`src/rtl/sync_fifo.sv`:
```
// Single-clock FIFO for CCD sample words between the readout sequencer and the
// USB transmit path. It provides a registered fill level, status flags derived
// from that level, sticky overflow/underflow flags and a synchronous flush.
module sync_fifo #(
    parameter int DATA_WIDTH    = 16,
    parameter int ADDR_WIDTH    = 8,
    parameter int AFULL_THRESH  = 240,
    parameter int AEMPTY_THRESH = 16
) (
    input  logic                  clk_i,
    input  logic                  rst_n_i,
    input  logic                  flush_i,
    input  logic                  write_i,
    input  logic [DATA_WIDTH-1:0] data_i,
    input  logic                  read_i,
    output logic [DATA_WIDTH-1:0] data_o,
    output logic                  data_valid_o,
    output logic                  full_o,
    output logic                  almost_full_o,
    output logic                  empty_o,
    output logic                  almost_empty_o,
    output logic [ADDR_WIDTH:0]   level_o,
    output logic                  overflow_o,
    output logic                  underflow_o
);

    localparam int DEPTH = 2 ** ADDR_WIDTH;
    localparam logic [ADDR_WIDTH:0] DEPTH_L  = (ADDR_WIDTH + 1)'(DEPTH);
    localparam logic [ADDR_WIDTH:0] AFULL_L  = (ADDR_WIDTH + 1)'(AFULL_THRESH);
    localparam logic [ADDR_WIDTH:0] AEMPTY_L = (ADDR_WIDTH + 1)'(AEMPTY_THRESH);

    // Storage is not reset, so it can map onto block RAM.
    logic [DATA_WIDTH-1:0] mem_q [DEPTH];

    // The pointers carry one extra bit and wrap modulo 2*DEPTH.
    logic [ADDR_WIDTH:0]   wptr_q, wptr_d;
    logic [ADDR_WIDTH:0]   rptr_q, rptr_d;
    logic [ADDR_WIDTH:0]   level_q, level_d;
    logic [DATA_WIDTH-1:0] data_q;
    logic                  valid_q;
    logic                  ovf_q, ovf_d;
    logic                  udf_q, udf_d;

    logic full, empty;
    logic wr_acc, rd_acc;

    assign full  = (level_q == DEPTH_L);
    assign empty = (level_q == '0);

    // Acceptance looks only at the flags as they stand at the start of the
    // cycle, so a same-cycle read never makes room for a write at full.
    assign wr_acc = write_i && !full  && !flush_i;
    assign rd_acc = read_i  && !empty && !flush_i;

    // Next-state computation for the pointers, the level and the sticky flags.
    always_comb begin
        wptr_d  = wptr_q;
        rptr_d  = rptr_q;
        level_d = level_q;
        ovf_d   = ovf_q;
        udf_d   = udf_q;
        if (flush_i) begin
            wptr_d  = '0;
            rptr_d  = '0;
            level_d = '0;
            ovf_d   = 1'b0;
            udf_d   = 1'b0;
        end else begin
            if (wr_acc) wptr_d = wptr_q + 1'b1;
            if (rd_acc) rptr_d = rptr_q + 1'b1;
            case ({wr_acc, rd_acc})
                2'b10:   level_d = level_q + 1'b1;
                2'b01:   level_d = level_q - 1'b1;
                default: level_d = level_q;
            endcase
            if (write_i && full)  ovf_d = 1'b1;
            if (read_i  && empty) udf_d = 1'b1;
        end
    end

    // RAM write port.
    always_ff @(posedge clk_i) begin
        if (wr_acc) mem_q[wptr_q[ADDR_WIDTH-1:0]] <= data_i;
    end

    // Control state and the registered read data.
    always_ff @(posedge clk_i or negedge rst_n_i) begin
        if (!rst_n_i) begin
            wptr_q  <= '0;
            rptr_q  <= '0;
            level_q <= '0;
            data_q  <= '0;
            valid_q <= 1'b0;
            ovf_q   <= 1'b0;
            udf_q   <= 1'b0;
        end else begin
            wptr_q  <= wptr_d;
            rptr_q  <= rptr_d;
            level_q <= level_d;
            ovf_q   <= ovf_d;
            udf_q   <= udf_d;
            valid_q <= rd_acc;
            if (rd_acc) data_q <= mem_q[rptr_q[ADDR_WIDTH-1:0]];
        end
    end

    assign data_o         = data_q;
    assign data_valid_o   = valid_q;
    assign level_o        = level_q;
    assign full_o         = full;
    assign empty_o        = empty;
    assign almost_full_o  = (level_q >= AFULL_L);
    assign almost_empty_o = (level_q <= AEMPTY_L);
    assign overflow_o     = ovf_q;
    assign underflow_o    = udf_q;

endmodule

```
`config.mk`:
```
export PLATFORM = sky130hd
export DESIGN_NAME = sync_fifo
export DESIGN_NICKNAME = d
export VERILOG_FILES = /design/src/rtl/sync_fifo.sv
export SDC_FILE = /design/constraint.sdc
export NUM_CORES = 2
export LEC_CHECK = 0
export CORE_MARGIN = 2
export CORE_UTILIZATION = 40
export CTS_BUF_LIST = sky130_fd_sc_hd__clkbuf_8
export DETAILED_ROUTE_END_ITERATION = 8
export SLEW_MARGIN = 25
export SYNTH_ARGS = -nofsm -noshare
export SYNTH_HDL_FRONTEND = slang
export SYNTH_SLANG_ARGS = --single-unit
export TNS_END_PERCENT = 100
```
`constraint.sdc`:
```
create_clock -name clk_i -period 5.6 [get_ports clk_i]
set_clock_uncertainty 0.1 [all_clocks]
set_input_delay 1.12 -clock clk_i [delete_from_list [all_inputs] [get_ports clk_i]]
set_output_delay 1.12 -clock clk_i [all_outputs]
set_load 0.05 [all_outputs]
```
met1.png
Scale: 1 px per um. Supply wires on this layer in grey. Cells faint in the background.
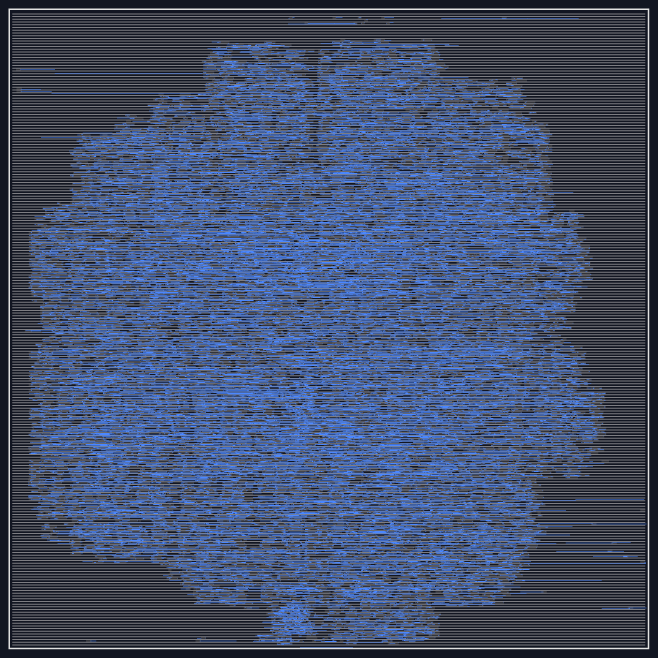
nets with wire on the layer	8285
share of all routed wire	38%
longest straight run	161 um
main direction	horizontal
Routed Wire Length: 485000 um
via count: 85800
met1 layer usage reported by global route: 31.6%

met2.png
Scale: 1 px per um.
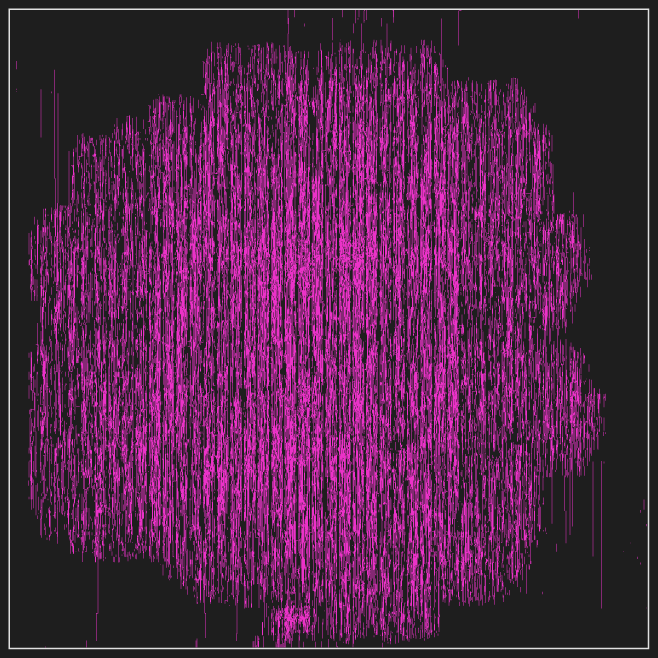
main direction	vertical
longest straight run	228 um
share of all routed wire	46%
nets with wire on the layer	7568
M2 GR Usage: 36.4%

met3.png
Scale: 1 px per um. Cells faint in the background.
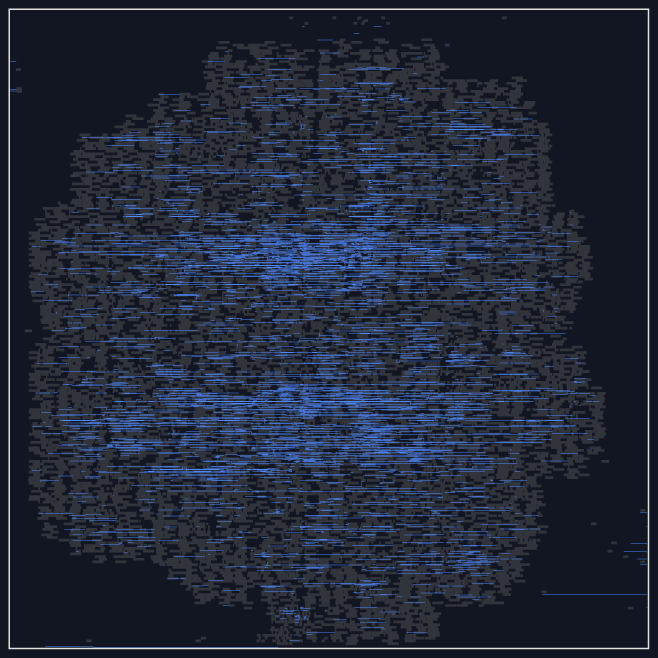
nets with wire on the layer	1053
wire length on this layer	52.3 mm
main direction	horizontal
met3 usage: 5.58%

met4.png
Scale: 1 px per um. Supply wires on this layer in grey. Cells faint in the background.
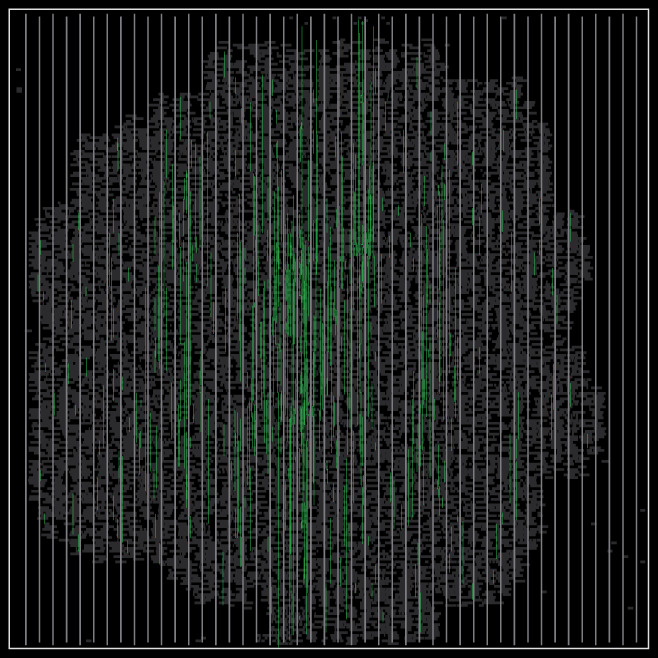
longest straight run	356 um
main direction	vertical
wire length on this layer	23.6 mm
share of all routed wire	4.9%

final_congestion.png
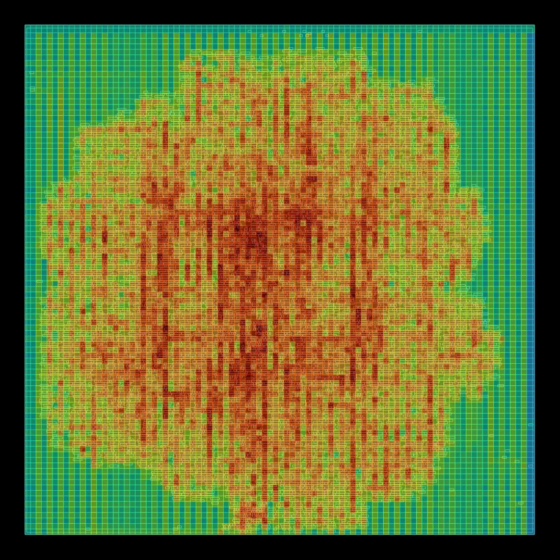
utilization after layout: 45.7%
WL/cell: 34.0 um
most crowded layer after global routing: met2
Total GRT Usage: 23.4%

==> metal layers <==
| metal | part of all wire, % | global-route usage [%] | wire (um) | up-vias |
|---|---|---|---|---|
| met4 | 4.9 | 10.3 | 23600 | 8 |
| li1 | - | - | - | 34000 |
| met2 | 46 | 36.4 | 224000 | 5210 |
| met3 | 11 | 5.58 | 52300 | 958 |
| met1 | 38 | 31.6 | 185000 | 45700 |
| met5 | 0.012 | 0 | 57 | - |
==> per-stage QoR <==
stage / std cells / power (mW) / cell area [um^2] / worst slack, ns / hold WS, ns
2_1_floorplan: 7674 / 42.7 / 161000 / 1.80 / 0.452
3_3_place_gp: 13100 / 46.7 / 170000 / 0.231 / 0.390
3_5_place_dp: 13100 / 46.8 / 170000 / 0.350 / 0.393
4_1_cts: 14200 / 70.4 / 182000 / 0.214 / 0.184
5_1_grt: 14200 / 72.1 / 182000 / 0.233 / 0.129
6_report: 14300 / 70.0 / 182000 / 0.319 / 0.154
==> power by group <==
group | total, mW | leakage (nW) | internal, mW | switching, mW
combinational | 11.6 | 12.3 | 4.85 | 6.72
sequential | 34.5 | 37.4 | 34.2 | 0.366
clock | 23.9 | 6.90 | 11.7 | 12.2
==> final timing paths <==
path | to | startpoint | slack [ns] | cells after the start
worst min register to register | overflow_o | overflow_o | 0.40 | 2
worst max register to register | data_o[4] | rptr_q[1] | 0.68 | 9
worst max-delay path | empty_o | level_o[4] | 0.32 | 4
max in group asynchronous | rptr_q[5] | rst_n_i | 4.21 | 3
min in group asynchronous | underflow_o | rst_n_i | 0.44 | 3
worst min-delay path | mem_q[111][12] | data_i[12] | 0.15 | 1
==> worst register-to-register path, stage by stage, from the launching register on <==
cell and delay [ns]:
dfrtp_4 0.72, nand2b_4 0.80, buf_4 0.47, o221ai_1 0.28
o22ai_1 0.13, o21ai_0 0.83, nand3_1 0.41, nor4_1 0.81
buf_4 0.23, a221o_1 0.10
==> layout by cell type, fill, tap and decap left out, drive strengths merged, types with 10 or more instances in the layout <==
master	instances
edfxtp	4096
mux4	796
clkbuf	676
mux2i	585
buf	554
nor2	355
inv	271
clkinv	237
o221ai	222
a21oi	143
nand2	130
o22ai	128
o21ai	116
nor3	79
nand3	61
a22oi	44
dfrtp	44
clkdlybuf4s50	35
a211oi	34
a31oi	31
nor2b	21
and2	21
nor4	18
a221oi	17
a21o	16
o211ai	16
a2111oi	16
mux2	15
nand4	12
a22o	11
xor2	11
bufinv	11
nand2b	11
or3	10
o31ai	10
==> cell families after synthesis <==
family	synth area share [%]
AND/OR/NAND/NOR	2.07
adder cells (fa/ha/maj)	0.0623
multiplexers	14.9
AND-OR/OR-AND	3.88
flip-flops	77.3
XOR/XNOR	0.104
buffers and inverters	1.70
==> registers in the layout (all words and copies together) (netlist names) <==
signal        flops
underflow_o       1
data_valid_o      1
wptr_q            8
level_o           9
overflow_o        1
data_o           16
rptr_q            8
mem_q          4096
==> area by class of cell <==
type                            instances  share of cell area [%]
Antenna cell                            8                  0.0110
Clock buffer                          668                    5.04
Clock inverter                        513                    1.51
Inverter                               12                  0.0357
Multi-Input combinational cell       3049                    18.8
Sequential cell                      4140                    68.0
Tap cell                             5265                    3.61
Timing Repair Buffer                  598                    2.94
==> impl_metrics.toml <==
# implementation run metrics
[floorplan]
die_w_um = 638
fp_util_pct = 40.2
die_h_um = 638

[place]
port_buffers = 52
gp_congestion = 0.957

[global_routing]
antenna_found_initial = 16
overflow = 0
first_global_vias = 85000
grt_max_degree = 141

[clock_network]
clockRootBuffer = "clkbuf_8"
postCtsSetupBuffers = 0
numCtsBuffers = 660
cts_tree = "built"
clock_latency_ns = 1.24

[logic_synthesis]
yosys_warnings = 0
synth_flops = 4140
postSynthCellCount = 7674
yosys.area.top_type_share_pct = 76.6

[sta]
fmax_ghz = 0.189
setup_viol = 0
worst_slew_pin_slew_ns = 1.20
hold_viol = 0
layout_min_cycle_time_ns = 5.28
period_used_pct = 94.3

[setup_path]
slowest_delay_ns = 0.83
critical_path.top_delay_family = "simple AND/OR/NAND/NOR gates"
path_cells = "or4_1, or3_1, inv_1, clkdlybuf4s50_1"
critPathMaxFanout = 11
cp.buffers_inverters = 2
start_kind = "flop"
cp.arrival_ns = 4.06
crit_required_ns = 4.38

[detailed_routing]
ant_nets = 0
vias_per_cell = 6.02

[hold_path]
hold_class = "input port to flop"

[final_layout]
syn_to_final_growth_pct = 13.6
regArea_um2 = 124000

[run_status]
status = "finished, final reports clean"

[power]
p_per_area_nw_per_um2 = 384
peakVddDrop_mv = 0.242
p_leak_nw = 56.6
Power figures rest on the tool's default switching activity, not on a simulated workload.
